**Clock wiring as the flow saved it**

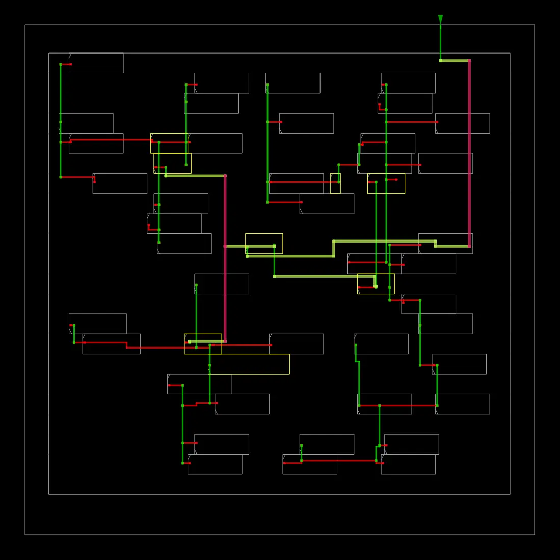
**Drive-strength map**

Bar = 20 um.
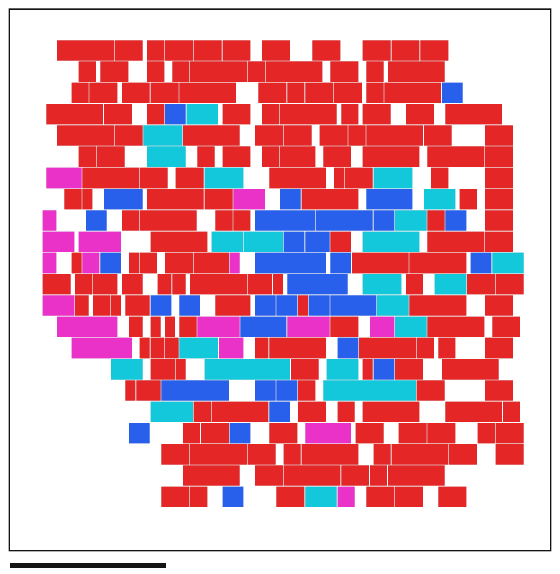
**Sequential cells colored by netlist name**

Bar = 20 um. Other cells in gray.
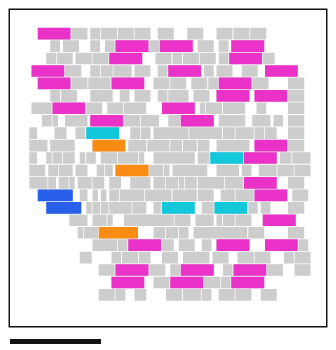
--- config.mk ---
export PLATFORM = sky130hd
export DESIGN_NAME = array_feeder
export DESIGN_NICKNAME = d
export VERILOG_FILES = /design/src/rtl/array_feeder_pkg.sv /design/src/rtl/array_feeder.sv
export SDC_FILE = /design/constraint.sdc
export NUM_CORES = 1
export LEC_CHECK = 0
export ABC_CLOCK_PERIOD_IN_PS = 2300
export CORE_MARGIN = 3
export CORE_UTILIZATION = 37
export DETAILED_ROUTE_END_ITERATION = 8
export GPL_TIMING_DRIVEN = 0
export HOLD_SLACK_MARGIN = 0.03
export PLACE_DENSITY = 0.79
export SETUP_SLACK_MARGIN = 0.4
export SLEW_MARGIN = 20
export SYNTH_ARGS = -nofsm -noshare
export SYNTH_HDL_FRONTEND = slang
export SYNTH_SLANG_ARGS = --single-unit
export TNS_END_PERCENT = 50
--- constraint.sdc ---
create_clock -name clk -period 2.3 [get_ports clk]
set_clock_uncertainty 0.1 [all_clocks]
set_input_delay 0.46 -clock clk [delete_from_list [all_inputs] [get_ports clk]]
set_output_delay 0.46 -clock clk [all_outputs]
set_load 0.02 [all_outputs]
--- src/rtl/array_feeder_pkg.sv ---
// Shared constants and state encoding for the skewed array feeder and its memory.
package array_feeder_pkg;

    localparam int unsigned DATA_WIDTH = 8;
    localparam int unsigned LINES      = 4;
    localparam int unsigned ELEM_BITS  = 2;
    localparam logic [2:0]  LAST_STEP  = 3'd6;

    typedef enum logic [1:0] {
        StIdle,
        StRun,
        StDrain
    } feeder_state_e;

endpackage

--- src/rtl/array_feeder.sv ---
// Feeds a 4x4 memory into a systolic array edge as a diagonal wavefront:
// column c is read at step t with element t-c, and the read data is registered one cycle later.
module array_feeder #(
    parameter int unsigned DATA_WIDTH = array_feeder_pkg::DATA_WIDTH,
    parameter int unsigned LINES      = array_feeder_pkg::LINES
) (
    input  logic                          clk,
    input  logic                          rst,
    input  logic                          start,
    input  logic                          hold,
    output logic [LINES-1:0]              read_enable,
    output logic [2*LINES-1:0]            read_elem,
    input  logic [LINES*DATA_WIDTH-1:0]   mem_data,
    output logic [LINES*DATA_WIDTH-1:0]   array_data,
    output logic [LINES-1:0]              array_valid,
    output logic                          busy,
    output logic                          done
);
    import array_feeder_pkg::*;

    feeder_state_e state_q, state_d;
    logic [2:0]    t_q, t_d;

    logic                        issue;
    logic [LINES*DATA_WIDTH-1:0] array_data_d;

    always_comb begin
        state_d = state_q;
        t_d     = t_q;
        case (state_q)
            StIdle: begin
                if (start) begin
                    state_d = StRun;
                    t_d     = 3'd0;
                end
            end
            StRun: begin
                if (!hold) begin
                    if (t_q == LAST_STEP) begin
                        state_d = StDrain;
                    end else begin
                        t_d = t_q + 3'd1;
                    end
                end
            end
            StDrain: state_d = StIdle;
            default: state_d = StIdle;
        endcase
    end

    // Reads are gated by rst so the memory sees no strobe while reset is held.
    assign issue = (state_q == StRun) && !hold && !rst;

    for (genvar c = 0; c < LINES; c++) begin : g_skew
        logic [3:0] lag;
        // Negative lags wrap to large values and fall outside the 0..3 window.
        assign lag = {1'b0, t_q} - 4'(c);
        assign read_enable[c] = issue && (lag < 4'd4);
        assign read_elem[ELEM_BITS*c +: ELEM_BITS] = read_enable[c] ? lag[1:0] : 2'b00;
        assign array_data_d[c*DATA_WIDTH +: DATA_WIDTH] =
            read_enable[c] ? mem_data[c*DATA_WIDTH +: DATA_WIDTH] : '0;
    end

    always_ff @(posedge clk) begin
        if (rst) begin
            state_q     <= StIdle;
            t_q         <= 3'd0;
            array_data  <= '0;
            array_valid <= '0;
        end else begin
            state_q     <= state_d;
            t_q         <= t_d;
            array_data  <= array_data_d;
            array_valid <= read_enable;
        end
    end

    // The DRAIN cycle is exactly when the final column-3 element sits on array_data.
    assign busy = !rst && (state_q != StIdle);
    assign done = !rst && (state_q == StDrain);

endmodule

==> results.txt <==
kind of critical path -> input pin to output port
CTS Buf Count -> 5
pin count of the biggest net entering global routing -> 13
core outline area -> 3744 um2
Final TNS setup -> -1.097 ns
grt total ovfl -> 0
Post-Syn Area -> 1473 um2
Top delay family on crit path -> buffers and inverters
main flop type -> dfxtp_1
flip-flops with a built-in enable -> 0
status -> complete, but fails checks
final worst slack -> -0.1839 ns
level count of the clock H-tree -> 2
Final setup viols -> 9
failing checks -> negative setup slack
top cells by area -> dfxtp_1, and2_1, and3_1
nets -> 290
Slew @ Worst Pin -> 0.3583 ns
Worst EP required -> 1.74 ns
Clock Latency Late Sink -> 0.28 ns
CP Cell Sequence -> clkdlybuf4s15_2 > or4b_4 > bufbuf_16 > nor4_4 > buf_4
ys cells -> 136
synthesis area per yosys -> 1473 um2
final hold vios -> 0
FMAX -> 402.6 MHz
About 'clock wiring as the flow saved it':
flop count: 41
# clk buffers: 7

About 'drive-strength map':
legend:
  cyan:
    size: x6 and larger
    cells: 22
    most_used: buf_6
  red:
    size: x1 and smaller
    cells: 177
    most_used: clkdlybuf4s50_1
  magenta:
    size: x2
    cells: 17
    most_used: clkdlybuf4s15_2
  blue:
    size: x3 and x4
    cells: 33
    most_used: buf_4
final worst slack: -0.1839 ns
post-layout instance area: 2809 um2
bufs w/o clock: 112
Area Growth Syn to Fin: 90.74%

About 'sequential cells colored by netlist name':
legend:
  cyan:
    signal: array_valid
    flops: 4
  magenta:
    signal: array_data
    flops: 32
    where: widely spread
  orange:
    signal: t_q
    flops: 3
  blue:
    signal: state_q
    flops: 2
flop share of the area: 0.2944
Power Sequential: 0.720 mW
register area: 827.0 um2
final cell utilization of the core: 0.7503

flip-flops by register name, indices dropped and copies added, names as in the netlist:
name and flops:
state_q 2, t_q 3, array_data 32, array_valid 4
layer usage:
metal / routed length [um] / vias up
met4: 47 / 0
met2: 2339 / 40
li1: - / 685
met5: 0 / -
met1: 1703 / 628
met3: 211 / 5
Yosys cell counts (2+ instances only):
master	n
a21oi_1	2
and2_1	20
and3_1	18
buf_6	4
clkbuf_1	3
dfxtp_1	41
ha_1	6
inv_1	5
nand2_1	4
nor2_1	6
nor3_1	4
nor4_1	2
nor4b_1	2
o21ai_0	2
final timing paths:
path / from / endpoint / slack (ns) / cells past startpoint
setup / recovery: rst / read_elem[6] / -0.18 / 5
hold / removal: rst / t_q[0] / 0.47 / 2
setup reg to reg: t_q[0] / array_data[14] / 0.43 / 8
hold reg to reg: state_q[0] / t_q[2] / 0.47 / 2
layout make-up:
type	instances	area, um2	area share
inverters	5	22.52	0.008018
clock inverters	1	30.03	0.01069
multi-input cells	83	674.4	0.2401
clock buffers	7	86.33	0.03074
plain buffers	7	82.58	0.02940
flip-flops and latches	41	827.0	0.2944
well taps	48	60.06	0.02138
repair buffers	105	1026	0.3653
cells by family (layout without fill, tap and decap cells):
group | Yosys count | count (layout) | synth area share
buffers and inverters | 12 | 125 | 0.05098
and+or+nand+nor | 64 | 64 | 0.2651
DFF | 41 | 41 | 0.5574
xor gates and xnor gates | 1 | 1 | 0.005948
adders and majority gates | 6 | 6 | 0.05098
AOI/OAI and AO/OA | 12 | 12 | 0.06968
where the power goes:
part / total (mW) / switching (mW) / internal (mW) / leakage (nW)
logic: 0.133 / 0.0470 / 0.0861 / 0.785
registers: 0.720 / 0.00476 / 0.715 / 0.333
clock network: 0.580 / 0.226 / 0.354 / 0.0585
timing repair:
action                     in CTS  in global routing
cloned                          1                  0
hold buffers                    0                  0
setup buffers                  15                  4
setup endpoints to repair      30                 15
pin swaps                       2                  2
resized                        99                 10
Power and IR drop assume default switching activity.
